File: src/rtl/sram_bank_ctrl.sv
// rtl/sram_bank_ctrl.sv - OBI slave front-end for one SRAM bank with power-up/on-demand zero-fill
module sram_bank_ctrl #(
    parameter int unsigned NumWords   = 8192,
    parameter logic [31:0] BaseAddr   = 32'h0000_0000,
    parameter bit          InitEnable = 1'b1,
    parameter int unsigned AddrWidth  = $clog2(NumWords)
) (
    input  logic                 clk_i,
    input  logic                 rst_ni,
    input  logic                 req_i,
    output logic                 gnt_o,
    input  logic [31:0]          addr_i,
    input  logic                 we_i,
    input  logic [3:0]           be_i,
    input  logic [31:0]          wdata_i,
    output logic                 rvalid_o,
    output logic [31:0]          rdata_o,
    output logic                 err_o,
    input  logic                 clear_i,
    output logic                 init_done_o,
    output logic                 sram_req_o,
    output logic                 sram_we_o,
    output logic [AddrWidth-1:0] sram_addr_o,
    output logic [31:0]          sram_wdata_o,
    output logic [3:0]           sram_be_o,
    input  logic [31:0]          sram_rdata_i
);

    typedef enum logic {StInit, StRun} state_e;

    localparam state_e               ResetState = InitEnable ? StInit : StRun;
    localparam logic [AddrWidth-1:0] LastWord   = AddrWidth'(NumWords - 1);
    localparam logic [32:0]          BankBytes  = 33'(NumWords) << 2;

    state_e                state_q, state_d;
    logic [AddrWidth-1:0]  cnt_q, cnt_d;
    logic                  rvalid_q, err_q, rd_q;
    logic [31:0]           offset;
    logic                  in_range;
    logic                  clear_eff;

    // Comparing the full byte offset keeps addr_i[1:0] out of the decision
    // while still rejecting anything past the last word.
    assign offset    = addr_i - BaseAddr;
    assign in_range  = (addr_i >= BaseAddr) && ({1'b0, offset} < BankBytes);
    assign clear_eff = InitEnable & clear_i;

    always_comb begin
        state_d      = state_q;
        cnt_d        = cnt_q;
        gnt_o        = 1'b0;
        init_done_o  = 1'b0;
        sram_req_o   = 1'b0;
        sram_we_o    = we_i;
        sram_be_o    = be_i;
        sram_wdata_o = wdata_i;
        sram_addr_o  = offset[AddrWidth+1:2];
        case (state_q)
            StInit: begin
                sram_req_o   = 1'b1;
                sram_we_o    = 1'b1;
                sram_be_o    = 4'hF;
                sram_wdata_o = '0;
                sram_addr_o  = cnt_q;
                if (cnt_q == LastWord) begin
                    cnt_d   = '0;
                    state_d = StRun;
                end else begin
                    cnt_d = cnt_q + AddrWidth'(1);
                end
            end
            StRun: begin
                init_done_o = 1'b1;
                gnt_o       = req_i & ~clear_eff;
                sram_req_o  = gnt_o & in_range;
                if (clear_eff) begin
                    state_d = StInit;
                end
            end
            default: state_d = ResetState;
        endcase
    end

    always_ff @(posedge clk_i or negedge rst_ni) begin
        if (!rst_ni) begin
            state_q  <= ResetState;
            cnt_q    <= '0;
            rvalid_q <= 1'b0;
            err_q    <= 1'b0;
            rd_q     <= 1'b0;
        end else begin
            state_q  <= state_d;
            cnt_q    <= cnt_d;
            rvalid_q <= gnt_o;
            err_q    <= gnt_o & ~in_range;
            rd_q     <= gnt_o & in_range & ~we_i;
        end
    end

    // Read data comes straight from the macro in the response cycle; writes
    // and errors return zero.
    assign rvalid_o = rvalid_q;
    assign err_o    = err_q;
    assign rdata_o  = rd_q ? sram_rdata_i : 32'h0;

endmodule

File: config.mk
export PLATFORM = sky130hd
export DESIGN_NAME = sram_bank_ctrl
export DESIGN_NICKNAME = d
export VERILOG_FILES = /design/src/rtl/sram_bank_ctrl.sv
export SDC_FILE = /design/constraint.sdc
export NUM_CORES = 1
export LEC_CHECK = 0
export CORE_ASPECT_RATIO = 0.5
export CORE_MARGIN = 2
export CORE_UTILIZATION = 25
export CTS_CLUSTER_SIZE = 14
export DETAILED_ROUTE_END_ITERATION = 7
export MAX_ROUTING_LAYER = met4
export PLACE_DENSITY = 0.81
export SETUP_SLACK_MARGIN = 0.15
export SYNTH_ARGS = -nofsm -noshare
export SYNTH_HDL_FRONTEND = slang
export SYNTH_SLANG_ARGS = --single-unit
File: constraint.sdc
create_clock -name clk_i -period 2 [get_ports clk_i]
set_input_delay 0.2 -clock clk_i [delete_from_list [all_inputs] [get_ports clk_i]]
set_output_delay 0.2 -clock clk_i [all_outputs]
set_load 0.02 [all_outputs]
**Signal metal coverage by tile**

The bar under the picture is 20 um long. 22 x 12 tiles, from black (low) to pale yellow (high), scaled to the fullest tile. Values are wire area over tile area, all layers added.
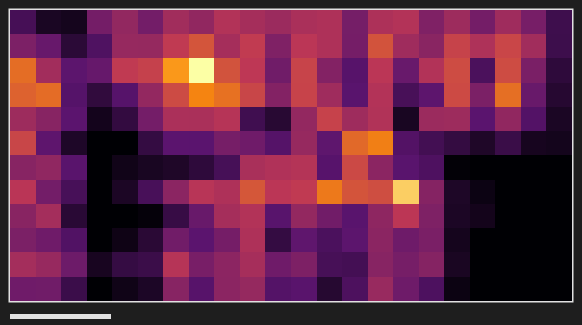
densest ninth of the die: north
tiles over half the peak: 13%
emptiest ninth of the die: south-east

**Signal wires by layer**

The bar under the picture is 20 um long. Two of the layers only.
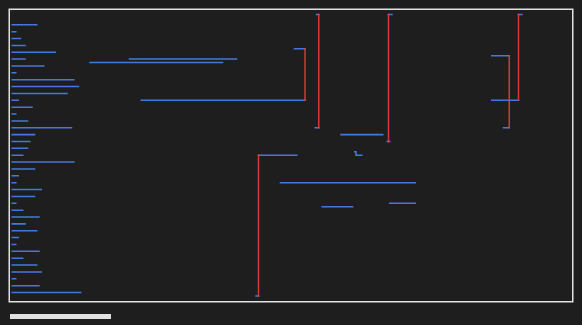
| colour | layer | wire length |
|---|---|---|
| blue | metal 3 | 331 um |
| red | metal 4 | 117 um |
Tot GR Track Use: 0.1886
routed length per instance: 14.75 um
wire length after detailed routing: 6.343 mm
total vias in the final route: 1,924

**Cell classes on the final placement**

The bar under the picture is 20 um long.
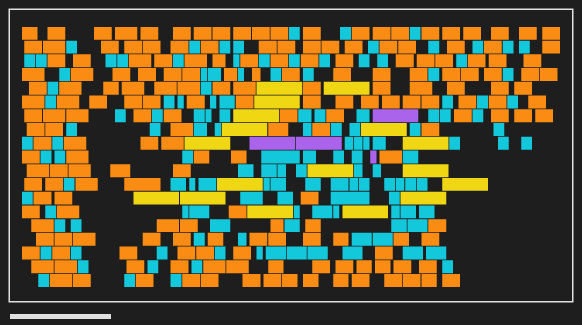
| colour | class | cells |
|---|---|---|
| yellow | sequential cells | 17 |
| orange | remaining buffers and delay cells | 195 |
| purple | clock drivers and dummy loads | 4 |
| cyan | combinational and other logic | 141 |
sequential portion of the cell area: 0.1186
placeable core region: 5515 sq um
std cell rows: 19
Finished Cell Area: 3587 sq um

**Gate-type map**

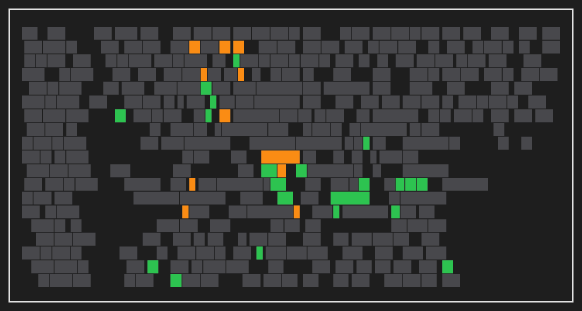
| colour | family | cells |
|---|---|---|
| orange | nor cells | 11 |
| green | nand cells | 21 |

==> impl_metrics.csv <==
group,metric,value,unit
outcome,outcome,"finished clean",
clock_tree,cts.reportedPaths.clkPinSlew,0.05,ns
critical_path,worst-path-buf-inv,2,
yosys,syn_inst,168,
final_layout,clkCellAreaFrac,0.02197,
global_route,grt_antenna_before_repair,0,
critical_path,rr_startpoint,"state_q$_DFF_PN0_",
detailed_routing,drt_pass1_iterations,4,
sta,holdWs,0.2839,ns
global_route,global_route.usage.met3,0.03661,
final_layout,utilization,0.6504,
detailed_routing,top_layer,"met4",
critical_path,worstSetupPathType,"register to output port",
detailed_routing,sum_of_met3_wire_segment_lengths_after_detailed_routing,330,um
pwr,p_comb_frac,0.222,
critical_path,timing.critical_path.max_delay_family,"buffers and inverters",
final_layout,nNonClkInverters,3,
final_layout,area.growth.synth_to_final,149.1,%
critical_path,cell_breakdown_of_the_critical_path,"buf_12 > and2_1 > clkdlybuf4s50_1",
min_path,kind_of_path_behind_the_tightest_hold_check,"input pin to async pin",
-- logic make-up (layout without fill, tap and decap cells) --
kind of cell | count (synthesis) | in the layout | share of synthesized area
xor gates and xnor gates | 8 | 8 | 0.04866
and+or+nand+nor | 104 | 104 | 0.4605
adders and majority gates | 1 | 1 | 0.008687
muxes | 13 | 13 | 0.1008
buffers and inverters | 13 | 202 | 0.03475
DFF | 17 | 17 | 0.2954
AOI/OAI and AO/OA | 12 | 12 | 0.05126
-- power by group through the flow --
stage | combinational (mW) | clock [mW] | sequential (mW)
final | 0.212 | 0.398 | 0.344
after global routing | 0.226 | 0.429 | 0.344
after CTS | 0.213 | 0.407 | 0.344
after detailed placement | 0.211 | 0 | 0.350
after global placement | 0.207 | 0 | 0.350
after floorplan | 0.00592 | 0 | 0.350
Power is estimated from default activity; no workload was simulated.
